==> config.mk <==
export PLATFORM = sky130hd
export DESIGN_NAME = multicycle_control
export DESIGN_NICKNAME = d
export VERILOG_FILES = /design/src/rtl/ctrl_pkg.sv /design/src/rtl/instr_decoder.sv /design/src/rtl/multicycle_control.sv
export SDC_FILE = /design/constraint.sdc
export NUM_CORES = 1
export LEC_CHECK = 0
export CORE_UTILIZATION = 38
export CTS_CLUSTER_SIZE = 24
export DETAILED_ROUTE_END_ITERATION = 16
export PLACE_DENSITY_LB_ADDON = 0.12
export RECOVER_POWER = 50
export SYNTH_ARGS = -nofsm -noshare
export SYNTH_HDL_FRONTEND = slang
export SYNTH_SLANG_ARGS = --single-unit
==> constraint.sdc <==
create_clock -name clk -period 7.15 [get_ports clk]
set_input_delay 2.145 -clock clk [delete_from_list [all_inputs] [get_ports clk]]
set_output_delay 2.145 -clock clk [all_outputs]
set_load 0.01 [all_outputs]
==> src/rtl/ctrl_pkg.sv <==
// Shared types and constants for the multi-cycle control unit.
// Holds the FSM state enum, instruction-class enum, opcode and ALU codes.
// Also provides the func3 -> ALU operation mapping shared by R- and I-type.
package ctrl_pkg;

  typedef enum logic [2:0] {
    S_IDLE,
    S_DECODE,
    S_EXEC,
    S_MEM,
    S_WB
  } state_e;

  typedef enum logic [2:0] {
    CLS_NONE,
    CLS_ALU,
    CLS_LOAD,
    CLS_STORE,
    CLS_LUI
  } instr_class_e;

  localparam logic [6:0] OP_R     = 7'b0110011;
  localparam logic [6:0] OP_I     = 7'b0010011;
  localparam logic [6:0] OP_LOAD  = 7'b0000011;
  localparam logic [6:0] OP_STORE = 7'b0100011;
  localparam logic [6:0] OP_LUI   = 7'b0110111;

  localparam logic [6:0] F7_BASE  = 7'b0000000;
  localparam logic [6:0] F7_ALT   = 7'b0100000;
  localparam logic [2:0] F3_WORD  = 3'b010;

  localparam logic [3:0] ALU_NOP    = 4'b0000;
  localparam logic [3:0] ALU_ADD    = 4'b0001;
  localparam logic [3:0] ALU_SUB    = 4'b0010;
  localparam logic [3:0] ALU_OR     = 4'b0011;
  localparam logic [3:0] ALU_AND    = 4'b0100;
  localparam logic [3:0] ALU_XOR    = 4'b0101;
  localparam logic [3:0] ALU_PASS_B = 4'b0110;

  // Supported func3 codes for the register/immediate ALU group; NOP means unsupported.
  function automatic logic [3:0] f3_to_alu(input logic [2:0] f3);
    case (f3)
      3'b000:  return ALU_ADD;
      3'b110:  return ALU_OR;
      3'b111:  return ALU_AND;
      3'b100:  return ALU_XOR;
      default: return ALU_NOP;
    endcase
  endfunction

endpackage

==> src/rtl/instr_decoder.sv <==
// Combinational instruction decoder for the RV32 subset.
// Produces class, ALU operation, operand-B select, sign-extended immediate
// and an illegal flag for anything outside the supported encodings.
module instr_decoder
  import ctrl_pkg::*;
#(
  parameter int XLEN     = 32,
  parameter int WIDTH_OP = 7,
  parameter int ALU_OP_W = 4
) (
  input  logic [31:0]         instr,
  output instr_class_e        cls,
  output logic [ALU_OP_W-1:0] alu_op,
  output logic                alu_src_imm,
  output logic [XLEN-1:0]     imm,
  output logic                illegal
);

  logic [WIDTH_OP-1:0] opcode;
  logic [WIDTH_OP-1:0] func7;
  logic [2:0]          func3;
  logic [3:0]          f3_alu;
  logic signed [11:0]  imm_i_raw;
  logic signed [11:0]  imm_s_raw;
  logic signed [31:0]  imm_u_raw;

  assign opcode    = instr[WIDTH_OP-1:0];
  assign func7     = instr[31 -: WIDTH_OP];
  assign func3     = instr[14:12];
  assign f3_alu    = f3_to_alu(func3);
  assign imm_i_raw = instr[31:20];
  assign imm_s_raw = {instr[31:25], instr[11:7]};
  assign imm_u_raw = {instr[31:12], 12'b0};

  // Map the instruction word onto control fields; anything unmatched stays illegal.
  always_comb begin
    cls         = CLS_NONE;
    alu_op      = ALU_OP_W'(ALU_NOP);
    alu_src_imm = 1'b0;
    imm         = '0;
    illegal     = 1'b1;
    case (opcode)
      OP_R: begin
        if (func7 == F7_BASE && f3_alu != ALU_NOP) begin
          cls     = CLS_ALU;
          alu_op  = ALU_OP_W'(f3_alu);
          illegal = 1'b0;
        end else if (func7 == F7_ALT && func3 == 3'b000) begin
          cls     = CLS_ALU;
          alu_op  = ALU_OP_W'(ALU_SUB);
          illegal = 1'b0;
        end
      end
      OP_I: begin
        if (f3_alu != ALU_NOP) begin
          cls         = CLS_ALU;
          alu_op      = ALU_OP_W'(f3_alu);
          alu_src_imm = 1'b1;
          imm         = XLEN'(imm_i_raw);
          illegal     = 1'b0;
        end
      end
      OP_LOAD: begin
        if (func3 == F3_WORD) begin
          cls         = CLS_LOAD;
          alu_op      = ALU_OP_W'(ALU_ADD);
          alu_src_imm = 1'b1;
          imm         = XLEN'(imm_i_raw);
          illegal     = 1'b0;
        end
      end
      OP_STORE: begin
        if (func3 == F3_WORD) begin
          cls         = CLS_STORE;
          alu_op      = ALU_OP_W'(ALU_ADD);
          alu_src_imm = 1'b1;
          imm         = XLEN'(imm_s_raw);
          illegal     = 1'b0;
        end
      end
      OP_LUI: begin
        cls         = CLS_LUI;
        alu_op      = ALU_OP_W'(ALU_PASS_B);
        alu_src_imm = 1'b1;
        imm         = XLEN'(imm_u_raw);
        illegal     = 1'b0;
      end
      default: ;
    endcase
  end

endmodule

==> src/rtl/multicycle_control.sv <==
// Multi-cycle control unit: IDLE/DECODE/EXEC/MEM/WB sequencing per instruction.
// ALU/LUI retire in 4 cycles; loads/stores wait on mem_ready with a bounded timeout.
// instr_ready is high only in IDLE; instr_valid is ignored while busy.
module multicycle_control
  import ctrl_pkg::*;
#(
  parameter int XLEN        = 32,
  parameter int WIDTH_OP    = 7,
  parameter int ALU_OP_W    = 4,
  parameter int MEM_TIMEOUT = 16
) (
  input  logic                clk,
  input  logic                rst,
  input  logic                instr_valid,
  input  logic [31:0]         instr,
  output logic                instr_ready,
  input  logic                mem_ready,
  output logic                mem_req,
  output logic                mem_we,
  output logic                reg_wen,
  output logic                reg_flag,
  output logic [ALU_OP_W-1:0] alu_op,
  output logic                alu_src_imm,
  output logic [XLEN-1:0]     imm,
  output logic                illegal,
  output logic                bus_err
);

  localparam int CNT_W = $clog2(MEM_TIMEOUT + 1);
  localparam logic [CNT_W-1:0] CNT_LAST = CNT_W'(MEM_TIMEOUT - 1);

  state_e              state;
  instr_class_e        cls_q;
  logic [31:0]         instr_q;
  logic [CNT_W-1:0]    wait_cnt;

  instr_class_e        dec_cls;
  logic [ALU_OP_W-1:0] dec_alu_op;
  logic                dec_src_imm;
  logic [XLEN-1:0]     dec_imm;
  logic                dec_illegal;

  instr_decoder #(
    .XLEN     (XLEN),
    .WIDTH_OP (WIDTH_OP),
    .ALU_OP_W (ALU_OP_W)
  ) u_dec (
    .instr       (instr_q),
    .cls         (dec_cls),
    .alu_op      (dec_alu_op),
    .alu_src_imm (dec_src_imm),
    .imm         (dec_imm),
    .illegal     (dec_illegal)
  );

  assign instr_ready = (state == S_IDLE);

  // Control FSM with registered outputs; pulses and strobes default low every cycle.
  always_ff @(posedge clk or posedge rst) begin
    if (rst) begin
      state       <= S_IDLE;
      cls_q       <= CLS_NONE;
      instr_q     <= '0;
      wait_cnt    <= '0;
      alu_op      <= '0;
      alu_src_imm <= 1'b0;
      imm         <= '0;
      mem_req     <= 1'b0;
      mem_we      <= 1'b0;
      reg_wen     <= 1'b0;
      reg_flag    <= 1'b0;
      illegal     <= 1'b0;
      bus_err     <= 1'b0;
    end else begin
      illegal  <= 1'b0;
      bus_err  <= 1'b0;
      reg_wen  <= 1'b0;
      reg_flag <= 1'b0;
      case (state)
        S_IDLE: begin
          if (instr_valid) begin
            instr_q <= instr;
            state   <= S_DECODE;
          end
        end
        S_DECODE: begin
          if (dec_illegal) begin
            illegal <= 1'b1;
            state   <= S_IDLE;
          end else begin
            cls_q       <= dec_cls;
            alu_op      <= dec_alu_op;
            alu_src_imm <= dec_src_imm;
            imm         <= dec_imm;
            state       <= S_EXEC;
          end
        end
        S_EXEC: begin
          if (cls_q == CLS_LOAD || cls_q == CLS_STORE) begin
            mem_req  <= 1'b1;
            mem_we   <= (cls_q == CLS_STORE);
            wait_cnt <= '0;
            state    <= S_MEM;
          end else begin
            reg_wen <= 1'b1;
            state   <= S_WB;
          end
        end
        S_MEM: begin
          if (mem_ready) begin
            mem_req <= 1'b0;
            mem_we  <= 1'b0;
            if (cls_q == CLS_LOAD) begin
              reg_wen  <= 1'b1;
              reg_flag <= 1'b1;
              state    <= S_WB;
            end else begin
              state <= S_IDLE;
            end
          end else if (wait_cnt == CNT_LAST) begin
            // Last permitted wait cycle expired without a response: abort.
            mem_req  <= 1'b0;
            mem_we   <= 1'b0;
            bus_err  <= 1'b1;
            wait_cnt <= wait_cnt + 1'b1;
            state    <= S_IDLE;
          end else begin
            wait_cnt <= wait_cnt + 1'b1;
          end
        end
        S_WB: begin
          state <= S_IDLE;
        end
        default: state <= S_IDLE;
      endcase
    end
  end

endmodule
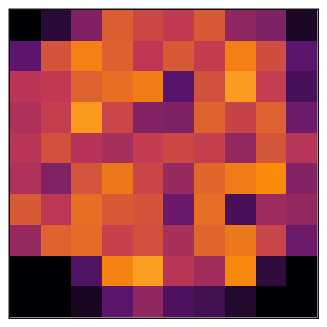
density.png
(3 px per um) 10 x 10 tiles, from black (low) to pale yellow (high), 0 to 100% covered.
The mean over all tiles is 45%. 8.0% of the tiles are nearly empty. The fullest tile reaches 79%. 3.0% of the tiles are over 75% full.
fp util: 39.2%
core area: 0.00977 mm^2
Util after Layout: 49.9%

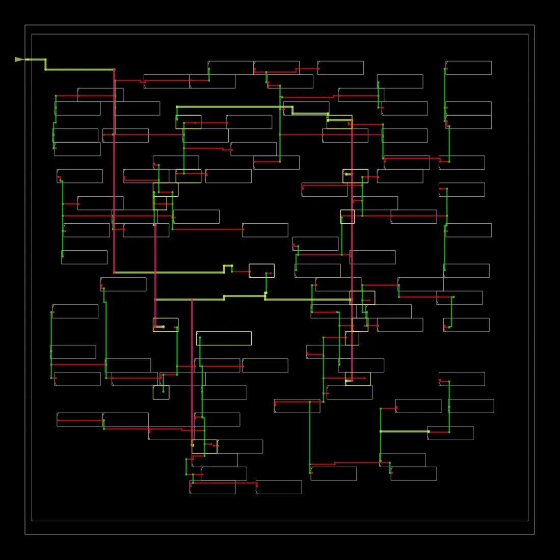
final_clocks.png
CLK BUF: 10
Clk Latency, worst-skew pair: 370 ps
Clk. pwr: 356 uW
TritonCTS buffer count: 9
clk_skew: 13.3 ps

==> impl_metrics.json <==
{
  "hold_viol": 0,
  "comb_area_mm2": 0.00152,
  "setup_viol": 0,
  "viasPerCell": 5.22,
  "r2r-end": "imm[31]$_DFFE_PP0P_",
  "port_buffers": 78,
  "crit_path_start_kind": "input port",
  "synth_top_flop_cell": "dfrtp_1",
  "netlist_area_mm2": 0.00384,
  "grt_antenna_before_repair": 0,
  "flop_area_mm2": 0.00213,
  "max_freq_ghz": 0.227,
  "p_int_uw": 939,
  "nNetsFinal": 447,
  "final_cells": 547,
  "ys_ff": 85,
  "dpl_cell_area_mm2": 0.00468,
  "drc": 0,
  "synthTopCellsByArea": "dfrtp_1 (55%), mux2_2 (10%), a31oi_1 (3.1%), nand2_1 (3.0%), a21oi_1 (3.0%)",
  "die-area_mm2": 0.0105,
  "routed_wl_mm": 8.86,
  "hp-class": "reg2reg",
  "gp_congestion": 0.816,
  "sh_comb_area_pct": 31.2,
  "avgSynthCellArea_um2": 11.3,
  "cp.buffers_inverters": 2,
  "irDropWorstVdd_uv": 107,
  "ys_async_sr_fraction_pct": 100,
  "drt_iter0_drc": 180,
  "power_frac_comb_pct": 24.0,
  "hp-start": "imm[1]$_DFFE_PP0P_",
  "timing.hold.ws_ps": 506,
  "grt_pass1_wl_mm": 14.2,
  "crit_path_end_kind": "flip-flop",
  "fillerInstances": 932,
  "period_used_pct": 61.5,
  "tritoncts": "yes",
  "cts_resized": 0,
  "taps": 133,
  "largestClassByArea": "sequential cells",
  "postRouteAntennaNets": 0,
  "status": "complete, but fails checks",
  "cp_top_family": "buffers and inverters",
  "power.share.clock_pct": 26.7,
  "holdPathEnd": "imm[1]$_DFFE_PP0P_",
  "min_period_ps": 4400,
  "switchingPower_uw": 394,
  "top_area_cell": "dfrtp_1",
  "clock_path_buffers": 2,
  "power_frac_seq_pct": 49.3,
  "antenna_cells": 0,
  "ys_types": 52,
  "relSlewSlack_pct": -32.1,
  "flop-count": 85,
  "worst_path_largest_cell_delay_ps": 1420,
  "num_rows": 36,
  "r2r_start": "instr_q[31]$_DFFE_PP0P_",
  "buffers_excl_clock": 82,
  "cts_setup_buffers": 0,
  "path_cells": "dlygate4sd3_1 > and2_1 > clkbuf_1 > mux2_2",
  "worstPathRequired_ps": 7400,
  "yosys-stat-area_mm2": 0.00384,
  "seq_share_pct": 43.6,
  "synth.top_cell.area_share_pct": 55.4,
  "cts_sinks": 85,
  "dp_cells": 531,
  "rsz0062_at_grt": "false",
  "clk_share_pct": 4.26,
  "buf_share_pct": 16.5,
  "hold_path_depth": 1,
  "drt-wirelength-per-cell_um": 16.2,
  "cp_data_arrival_time_ps": 4640,
  "drtPass1Iterations": 4,
  "most-common-layout-cells": "dfrtp_1 (85), clkdlybuf4s50_1 (75), mux2_2 (35), nand2_1 (31), a21oi_1 (23)",
  "leakagePower_nw": 1.96,
  "syn_inst": 340,
  "drv_slew": 146,
  "cp_max_fo": 35,
  "grt_max_degree": 75,
  "cp_slowest_cell": "clkbuf_1",
  "synth_nets": 378,
  "power.total_mw": 1.33,
  "ys_seq_share_pct": 55.4,
  "final_common_cell": "dfrtp_1",
  "yosys_cells": 340,
  "critical_path_class": "in2reg",
  "nonClockInverterCount": 13,
  "crit_start": "instr_valid",
  "yosys_warnings": 0,
  "htreeDepth": 3,
  "io_pins": 80,
  "comb.multi_input.count": 218,
  "grt.total_usage_pct": 18.2,
  "design_area_mm2": 0.00488,
  "edf_count": 0,
  "worst_pin_slew_ps": 1980,
  "max_cap_viol_count": 3,
  "synthToLayoutAreaGrowth_pct": 27.1,
  "r2r_setup_slack_ps": 2990,
  "p_sw_share_pct": 29.6,
  "chipWidth_um": 102,
  "violations": "capacitance limit, slew limit",
  "hold_buffers": 0,
  "rr_worst_depth": 5,
  "fin_setup_tns_ps": 0,
  "vias": 2858,
  "most_common_cell": "dfrtp_1",
  "top_cells_by_count": "dfrtp_1 (85), mux2_2 (35), nand2_1 (31)",
  "cts-root-buf": "clkbuf_8",
  "overflow": 0,
  "first_global_vias": 2693,
  "dp_hpwl_mm": 5.84,
  "die_h_um": 102,
  "warning_count": 26,
  "p_per_area_mw_per_mm2": 273,
  "path_clk_slew_ps": 90,
  "drive_above_1_share_pct": 15.0
}
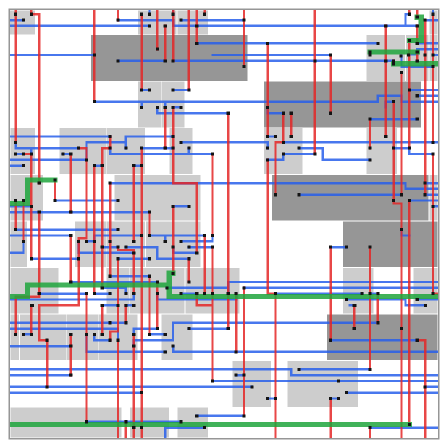
zoom.png
Window x 39 to 64, y 39 to 64 um. Cells in grey, sequential cells in the stronger grey; small squares are vias.
met2: drawn in red. met1: drawn in blue. met3: drawn in green.
Most frequent: a21oi_1 (6), nand2_1 (5), dfrtp_1 (5). Netlist names of flops here include imm (3). 38 logic cells have their middle in the window. Sequential cells in the window: 5.

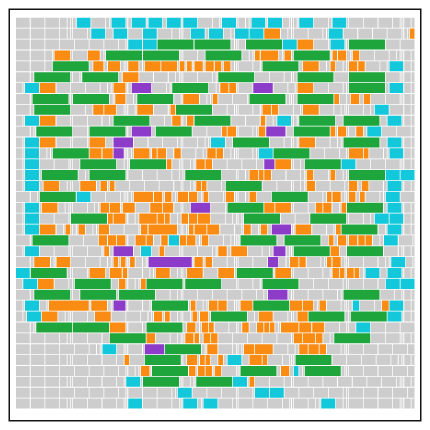
cell_classes.png
(4 px per um) Fill, decap, tap and diode cells in grey.
other buffers and delay cells: drawn in cyan, cells 82, share of their area 17%. flip-flops: drawn in green, cells 85, share of their area 45%. clock drivers and dummy loads: drawn in purple, cells 16, share of their area 4.4%. all other logic: drawn in orange, cells 231, share of their area 33%.

## sequential cells by signal (all words and copies together), names as in the netlist
signal and cells:
cls_q 3, state 3, mem_we 1, imm 32, illegal 1, instr_q 32, reg_wen 1, bus_err 1
alu_src_imm 1, reg_flag 1, mem_req 1, alu_op 3, wait_cnt 5
## how the worst max path moves through the flow
| stage | end | cells past startpoint |
|---|---|---|
| 3_3_place_gp | instr_q[14]$_DFFE_PP0P_ | 4 |
| 3_5_place_dp | instr_q[8]$_DFFE_PP0P_ | 4 |
| 4_1_cts | instr_ready | 2 |
| 2_1_floorplan | alu_op[0]$_DFFE_PP0P_ | 1 |
| 6_report | instr_q[30]$_DFFE_PP0P_ | 4 |
| 5_1_grt | instr_q[5]$_DFFE_PP0P_ | 3 |
## cells by family (layout without fill, tap and decap cells)
group / Yosys count / after routing / share of synthesized area (%)
flops: 85 / 85 / 55.4
fa+ha+maj: 2 / 2 / 0.652
simple gates: 89 / 89 / 13.3
xor+xnor: 1 / 1 / 0.228
buf+inv: 37 / 111 / 4.92
compound gates: 89 / 89 / 14.8
mux: 36 / 36 / 10.5
other cells: 1 / 1 / 0.0978
## power groups by stage
stage	sequential, mW	clock, mW	combinational, mW
floorplan	0.663	0	0.157
global placement	0.665	0	0.319
detailed placement	0.667	0	0.325
CTS	0.658	0.365	0.325
global route	0.672	0.389	0.350
finish	0.657	0.356	0.320
## routing by layer
layer	vias up	routed length (um)	global-route usage (%)	share of wire [%]
li1	1366	-	-	-
met1	1395	4310	26.5	49
met2	86	3970	26.4	45
met3	11	431	3.63	4.9
met4	0	142	7.25	1.6
met5	-	0	0	0
## metrics by stage
stage,util [%],worst slack (ps)
finish,49.9,2750
global route,49.9,2330
CTS,50.0,3120
detailed placement,47.9,3500
global placement,47.9,3510
floorplan,-,2810
Power figures rest on the tool's default switching activity, not on a simulated workload.
